[src/rtl/kgp_multicycle_ctrl.sv]
// Multi-cycle control FSM for the KGP-RISC core.
// Sequences FETCH -> DECODE -> EXEC -> (MEM) -> (WB) and drives datapath
// enables, extender mode and ALU operand select. Memory waits are bounded by
// a small counter; an illegal opcode or a memory timeout parks the FSM in a
// sticky FAULT state until reset.
module kgp_multicycle_ctrl #(
  parameter int unsigned OPC_W       = 6,
  parameter int unsigned MEM_TIMEOUT = 15
) (
  input  logic             clk,
  input  logic             rst,
  input  logic [OPC_W-1:0] opcode,
  input  logic             zero_flag,
  input  logic             mem_ready,
  output logic             mem_req,
  output logic             mem_we,
  output logic             addr_sel,
  output logic             ir_we,
  output logic             pc_we,
  output logic [1:0]       pc_src,
  output logic             alu_src_imm,
  output logic             imm_sext,
  output logic             reg_we,
  output logic             wb_sel,
  output logic             busy,
  output logic             fault,
  output logic [2:0]       state
);

  typedef enum logic [2:0] {
    S_IDLE   = 3'd0,
    S_FETCH  = 3'd1,
    S_DECODE = 3'd2,
    S_EXEC   = 3'd3,
    S_MEM    = 3'd4,
    S_WB     = 3'd5,
    S_FAULT  = 3'd7
  } state_t;

  typedef enum logic [2:0] {
    C_ALU_R  = 3'd0,
    C_ALU_IS = 3'd1,
    C_ALU_IZ = 3'd2,
    C_LOAD   = 3'd3,
    C_STORE  = 3'd4,
    C_BRZ    = 3'd5,
    C_JUMP   = 3'd6
  } cls_t;

  // Last wait count at which a further low mem_ready cycle means timeout.
  localparam logic [3:0] WAIT_LAST = 4'(MEM_TIMEOUT - 1);

  state_t     state_q, state_d;
  cls_t       cls_q;
  cls_t       cls_dec;
  cls_t       cls_eff;
  logic [3:0] wait_q;
  logic       opc_legal;
  logic       mem_timeout;

  assign opc_legal   = (opcode <= OPC_W'(6));
  assign cls_dec     = cls_t'(opcode[2:0]);
  assign mem_timeout = !mem_ready && (wait_q == WAIT_LAST);
  assign state       = state_q;

  // Next-state selection.
  always_comb begin
    state_d = state_q;
    unique case (state_q)
      S_IDLE:   state_d = S_FETCH;
      S_FETCH: begin
        if (mem_ready)        state_d = S_DECODE;
        else if (mem_timeout) state_d = S_FAULT;
      end
      S_DECODE: state_d = opc_legal ? S_EXEC : S_FAULT;
      S_EXEC: begin
        if (cls_q == C_BRZ || cls_q == C_JUMP)        state_d = S_FETCH;
        else if (cls_q == C_LOAD || cls_q == C_STORE) state_d = S_MEM;
        else                                          state_d = S_WB;
      end
      S_MEM: begin
        if (mem_ready)        state_d = (cls_q == C_STORE) ? S_FETCH : S_WB;
        else if (mem_timeout) state_d = S_FAULT;
      end
      S_WB:     state_d = S_FETCH;
      S_FAULT:  state_d = S_FAULT;
      default:  state_d = S_IDLE;
    endcase
  end

  // State, latched instruction class and memory wait counter.
  always_ff @(posedge clk) begin
    if (rst) begin
      state_q <= S_IDLE;
      cls_q   <= C_ALU_R;
      wait_q  <= '0;
    end else begin
      state_q <= state_d;
      if (state_q == S_DECODE) cls_q <= cls_dec;
      if ((state_d != state_q) && (state_d == S_FETCH || state_d == S_MEM))
        wait_q <= '0;
      else if ((state_q == S_FETCH || state_q == S_MEM) && !mem_ready)
        wait_q <= wait_q + 4'd1;
    end
  end

  // Output decode. Strobes must coincide with the mem_ready / zero_flag
  // cycle, so outputs are decoded from the registered state plus those inputs.
  always_comb begin
    mem_req     = 1'b0;
    mem_we      = 1'b0;
    addr_sel    = 1'b0;
    ir_we       = 1'b0;
    pc_we       = 1'b0;
    pc_src      = 2'd0;
    alu_src_imm = 1'b0;
    imm_sext    = 1'b0;
    reg_we      = 1'b0;
    wb_sel      = 1'b0;
    cls_eff     = (state_q == S_DECODE) ? cls_dec : cls_q;
    if ((state_q == S_EXEC || state_q == S_MEM || state_q == S_WB) ||
        (state_q == S_DECODE && opc_legal)) begin
      alu_src_imm = (cls_eff == C_ALU_IS) || (cls_eff == C_ALU_IZ) ||
                    (cls_eff == C_LOAD)   || (cls_eff == C_STORE);
      imm_sext    = (cls_eff != C_ALU_IZ);
    end
    unique case (state_q)
      S_FETCH: begin
        mem_req = 1'b1;
        if (mem_ready) begin
          ir_we = 1'b1;
          pc_we = 1'b1;
        end
      end
      S_EXEC: begin
        if (cls_q == C_BRZ) begin
          pc_we  = zero_flag;
          pc_src = 2'd1;
        end else if (cls_q == C_JUMP) begin
          pc_we  = 1'b1;
          pc_src = 2'd2;
        end
      end
      S_MEM: begin
        mem_req  = 1'b1;
        addr_sel = 1'b1;
        mem_we   = (cls_q == C_STORE);
      end
      S_WB: begin
        reg_we = 1'b1;
        wb_sel = (cls_q == C_LOAD);
      end
      default: ;
    endcase
    busy  = !(state_q == S_IDLE || state_q == S_FAULT);
    fault = (state_q == S_FAULT);
  end

endmodule

[config.mk]
export PLATFORM = sky130hd
export DESIGN_NAME = kgp_multicycle_ctrl
export DESIGN_NICKNAME = d
export VERILOG_FILES = /design/src/rtl/kgp_multicycle_ctrl.sv
export SDC_FILE = /design/constraint.sdc
export NUM_CORES = 1
export LEC_CHECK = 0
export ABC_CLOCK_PERIOD_IN_PS = 2600
export CORE_MARGIN = 1
export CORE_UTILIZATION = 44
export CTS_CLUSTER_SIZE = 16
export DETAILED_ROUTE_END_ITERATION = 8
export PLACE_DENSITY = 0.77
export SKIP_LAST_GASP = 1
export SLEW_MARGIN = 30
export SYNTH_ARGS = -nofsm -noshare
export SYNTH_HDL_FRONTEND = slang
export SYNTH_SLANG_ARGS = --single-unit
export TNS_END_PERCENT = 10
[constraint.sdc]
create_clock -name clk -period 2.6 [get_ports clk]
set_clock_uncertainty 0.2 [all_clocks]
set_input_delay 0.78 -clock clk [delete_from_list [all_inputs] [get_ports clk]]
set_output_delay 0.78 -clock clk [all_outputs]
set_load 0.01 [all_outputs]
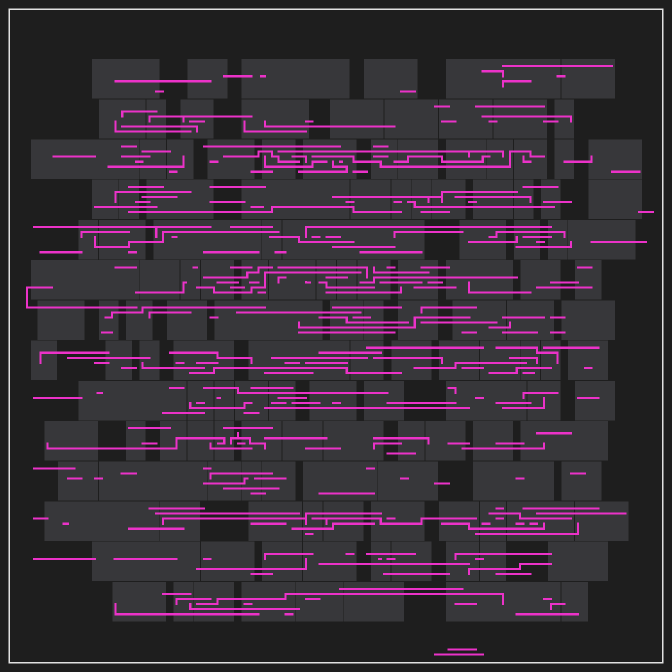
run_1/layer_met1.png
The layer holds 44% of the routed length. The longest straight run is 16.6 um. The layer carries 958 um of wire. The wires run mostly horizontal. 140 nets have wire on it.

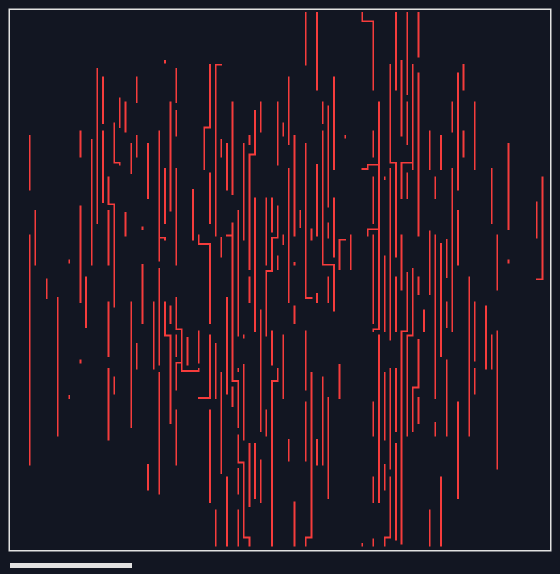
run_1/layer_met2.png
Scale bar: 10 um.
The layer carries 1070 um of wire. The layer holds 49% of the routed length. 138 nets have wire on it. The wires run mostly vertical.

==> notes.md, run 1 <==
Implementation numbers.

- In this run the layout overhead on the synthesized area is reported as 60.8%.
- The H-tree depth is 1.
- The number of sequential cells reported for the layout is 10.
- The depth of the worst register-to-register path is 6.
- Per the area breakdown, the dominant cell category is combinational gates.
- The met2 global-route usage is 0.426.
- The non-clock buffering overhead in the final layout is 0.324.
- The startpoint identified for the worst register-to-register timing path is cls_q[2]$_SDFF_PP0_.
- The checks that failed: DRC, setup timing.
- At the pin with the least slew margin, the transition time is 0.343 ns.
- The endpoint of the worst hold path is reported as wait_q[0]$_SDFFE_PP0P_.
- The total wire length after detailed routing is 2180 um.
- The DRC violation total left in the routed layout is recorded as 1.
- The register ranked first by flip-flop count is wait_q.
- The run finished, with violations left.
- The final antenna diode tally reported by the flow is 0.
- Per the run summary, max-cap violations total 0.
- The HPWL reported at the end of detailed placement is 1810 um.
- The capturing element of the worst setup path is imm_sext.
- The fraction of cell area in sequential cells is reported as 0.161.
- The top fanout value on the critical path is 2.
- Final hold analysis gives a worst-case slack of 0.397 ns.
- In this run the worst setup path begins at opcode[2].
- The top cell types in the final layout, fill and taps aside, are buf_4, clkdlybuf4s50_1, nor2_1.
- The total area of sequential cells is 201 sq um.
- The post-synthesis share of cell area spent on full adders, half adders and majority gates is 0.0321.
- The share of total power dissipated in sequential elements is 0.283.
- For reference, the top logic cell family by area is AND-OR/OR-AND gates.
- The initial antenna violation count is 0.
- After floorplanning, the core was sized to cover 1580 sq um.
- The final instance area is 1250 sq um.
- By area the synthesized netlist is led by dfxtp_1, nor2_1, a21oi_1.
- The total CTS buffers is 3.
- Per the detailed placement report, the placed cell area equals 1230 sq um.
- The total routed wire length on the met1 layer is 958 um.
- The smallest clock period supported by the final layout is computed as 2.87 ns.
- STA classifies the critical path startpoint as an input port.
- The effective utilization at floorplan is 0.494.
- The global placement routability congestion is 0.828.
- The async set or reset register ratio after synthesis is 0.
- For this run, the post-layout net count is 157.
- The signal on the critical path passes through buf_6 -> and3_4 -> nor4_2 -> o21ai_1 -> mux2_4 -> a31oi_4 -> buf_2.
- The largest net degree at the start of global routing is 20.
- In this run, post-CTS repair resized a total of 33 instances.
- Across every metal layer, demand over resource in global routing totals 0.253.
- In the post-route analysis, the smallest setup slack over all paths is -0.268 ns.
- The setup-violating endpoint count in the final report is 11.
- The die is 44.1 um tall.
- The count of buffer and inverter cells on the critical path is 2.
- Global routing finished with a remaining overflow of 0.
- In the final timing run, aggregate negative setup slack is -1.65 ns.
- The insertion delay of the later-clocked pin in the worst-skew pair is 0.26 ns.
- Across all checked pins, the minimum headroom to the slew limit is 0.771.
- Of the total power, combinational logic draws 0.567.
- The via count of the first global-routing pass is 890.
- The average detailed-routed wire length per instance is 13.7 um.
- In the final layout, the share of cells above drive strength 1 is 0.343.
- In this run the core area contains 14 standard-cell rows.
- Per the detail_route report, vias per standard cell equal 5.63.
- Once synthesis finished, the tally of register bits stood at 10.
- The tool warning count for the run is 30.
- The synthesized area per cell is 8.12 sq um.
- Leaving out buffers and inverters, the combinational logic in the layout accounts for 569 sq um.
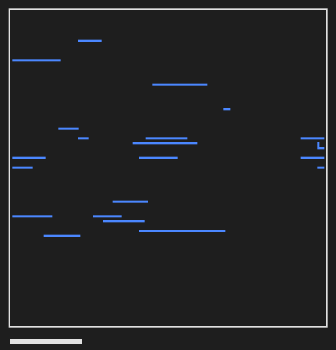
run_1/layer_met3.png
Scale bar: 10 um.
The layer carries 91.1 um of wire. The wires run mostly horizontal. The longest straight run is 11.7 um. The layer holds 4.2% of the routed length. 17 nets have wire on it.

run_1/metal_density.png
Scale bar: 10 um. The die is cut into 9 by 9 equal tiles; dark purple is low, yellow is high, scaled to the fullest tile. Values are wire area over tile area, all layers added.
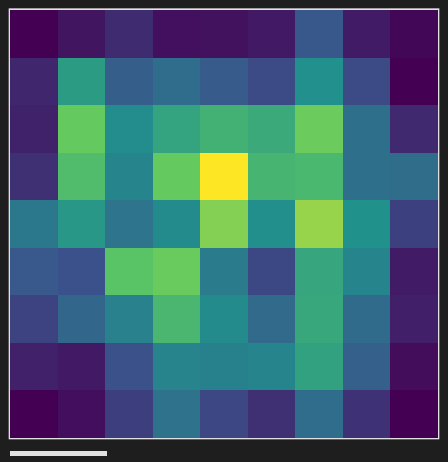

==> inputs of run 2 (changes only) <==
--- a/config.mk
+++ b/config.mk
@@ -6,11 +6,13 @@
 export NUM_CORES = 1
 export LEC_CHECK = 0
 export ABC_CLOCK_PERIOD_IN_PS = 2600
+export CELL_PAD_IN_SITES_DETAIL_PLACEMENT = 0
+export CELL_PAD_IN_SITES_GLOBAL_PLACEMENT = 2
 export CORE_MARGIN = 1
-export CORE_UTILIZATION = 44
+export CORE_UTILIZATION = 25
 export CTS_CLUSTER_SIZE = 16
 export DETAILED_ROUTE_END_ITERATION = 8
-export PLACE_DENSITY = 0.77
+export PLACE_DENSITY_LB_ADDON = 0.1
 export SKIP_LAST_GASP = 1
 export SLEW_MARGIN = 30
 export SYNTH_ARGS = -nofsm -noshare
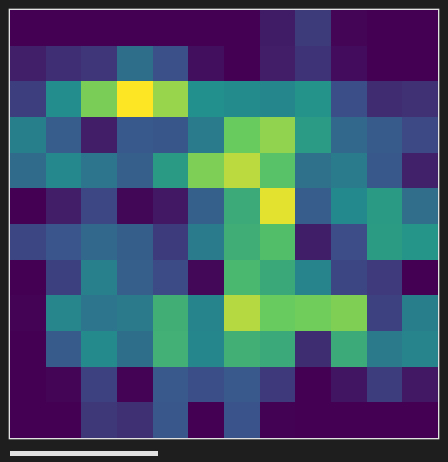
run_2/metal_density.png
Scale bar: 20 um. The die is cut into 12 by 12 equal tiles; dark purple is low, yellow is high, scaled to the fullest tile. Values are wire area over tile area, all layers added.
22% of the tiles are nearly empty. The densest ninth of the die: center. The mean over all tiles is 0.098. 20% of the tiles are over half the peak. The fullest tile reaches 0.33.

==> notes.md, run 2 <==
Implementation numbers.

- The flow ran to the end, but the final reports show violations.
- The final reports fail on DRC, setup timing.
- CTS built an H-tree with a depth of 1.
- The HPWL reported at the end of detailed placement is 1680 um.
- According to the floorplan report, the die height is 57.8 um.
- The layout-stage area growth over the synthesis result is 65.8%.
- The initial antenna violation count is 0.
- The average detailed-routed wire length per instance is 11.9 um.
- The hold slack is 0.364 ns.
- 0 antenna diodes ended up in the layout.
- Of the total standard cell area in the layout, the sequential portion is 0.156.
- The top fanout value on the critical path is 2.
- The combinational fraction of the cell area is 0.451.
- The launch point of the worst min-delay path is recorded as wait_q[3]$_SDFFE_PP0P_.
- For reference, the final report shows the max-slew violation count at 0.
- In the routed design, unresolved DRC markers number 3.
- The power report attributes to the sequential group a share of 0.283.
- In the routed layout, each cell is associated on average with a via count of 4.78.
- Of all the cell area in the finished design, non-clock buffers hold 0.319.
- The most used flip-flop cell after synthesis is dfxtp_1.
- The via count of the first global-routing pass is 781.
- The number of flip-flops and latches is 10.
- The endpoint of the worst hold-timing path is wait_q[3]$_SDFFE_PP0P_.
- The source of the worst register-to-register timing path is cls_q[2]$_SDFF_PP0_.
- Yosys mapped the design onto 37 distinct sky130hd cell types.
- The global placement routability congestion is 0.740.
- The count of warning messages emitted by the tools is 30.
- For reference, the critical path is captured by imm_sext.
- Together, buffers and inverters on the worst path number 2.
- The top-level I/O count is 26.
- The worst-case reg-to-reg setup slack stands at 0.53 ns.
- The area of the core region is 2850 sq um.
- According to the Yosys statistics, the synthesized design has a chip area of 779 sq um.
- In the final routing, the length of wire on met1 measures 1050 um.
- The max-capacitance violation count is 0.
- The setup-violating endpoint count in the final report is 12.
- The total area of sequential cells is 201 sq um.
- Once layout is done, the placed cells without fillers occupy 1290 sq um.
- The count of clock buffers in the final design is 3.
- The biggest area consumer among cell classes is combinational gates.
- The net total in the final layout is 158.
- In this run the worst setup path begins at opcode[3].
- The net switching power in the latest report is 0.254 mW.
- During synthesis, Yosys emitted a total of 0 warnings.
- The library cells used most frequently in the layout, excluding fill and tap cells, are buf_4, clkdlybuf4s50_1, nor2_1.
- The critical path goes through clkdlybuf4s15_2 -> nor4_4 -> o21ai_1 -> mux2_4 -> a31oi_4 -> buf_6.
- The depth of the worst register-to-register path is 6.
- Looking at the max-slew report, the worst-margin pin has a slew of 0.390 ns.
- The synthesis report lists the most area-consuming cells as dfxtp_1, nor2_1, a21oi_1.
- The total wire length after detailed routing is 2090 um.
- The shortest clock period the worst path allows after layout is 2.90 ns.
- At the floorplan stage, the core utilization is reported as 0.273.
- The final sum of negative setup slack is -1.67 ns.
- The least setup slack across all paths after layout is -0.300 ns.
- Checking max transition, the worst relative margin is 0.739.
- After detailed placement, the total cell area comes to 1260 sq um.
- More flip-flops sit in one register than any other, and that register is wait_q.
- The data arrival at the endpoint of the critical path is 1.92 ns.
- Post-CTS repair ended up resizing 32 cells.
- The power share of the combinational group is 0.573.
- The prevailing logic family in the synthesized netlist is AND-OR/OR-AND gates.
- The global routing report lists met2 layer usage as 0.204.
- Entering global routing, the biggest net connects 20 pins.
- The number of flip-flops and latches in the synthesized netlist is 10.
- The async set or reset register ratio after synthesis is 0.
- Total global-route track usage over all layers is 0.139.
- The footprint of the multi-input gates is 583 sq um.
- Sequential cells consume a total of 0.192 mW.
- The total number of placement rows is 19.
- STA classifies the critical path startpoint as an input port.
- Per the synthesis report, the adder-cell share of the synthesized area is 0.0321.
- The number of buffers inserted to repair setup after CTS is 0.
- The fraction of layout instances using a drive strength above 1 is 0.361.
- The skew report gives the latency at the later pin of the worst-skew pair as 0.25 ns.
- Setup repair after global routing could not meet its margin everywhere.
- CTS added clock buffers totalling 3.
- A synthesized cell averages 8.12 sq um.
- The tree is rooted in a clkbuf_4.
- In this run, synthesis inferred 0 flip-flops with an integrated enable.
- Internal power comes to 0.425 mW.
- In the finished design, the share of the clock period the worst path needs comes to 1.12.
- TritonCTS built the clock tree.
- The aggregate global routing overflow is 0.
Power figures rest on the tool's default switching activity, not on a simulated workload.
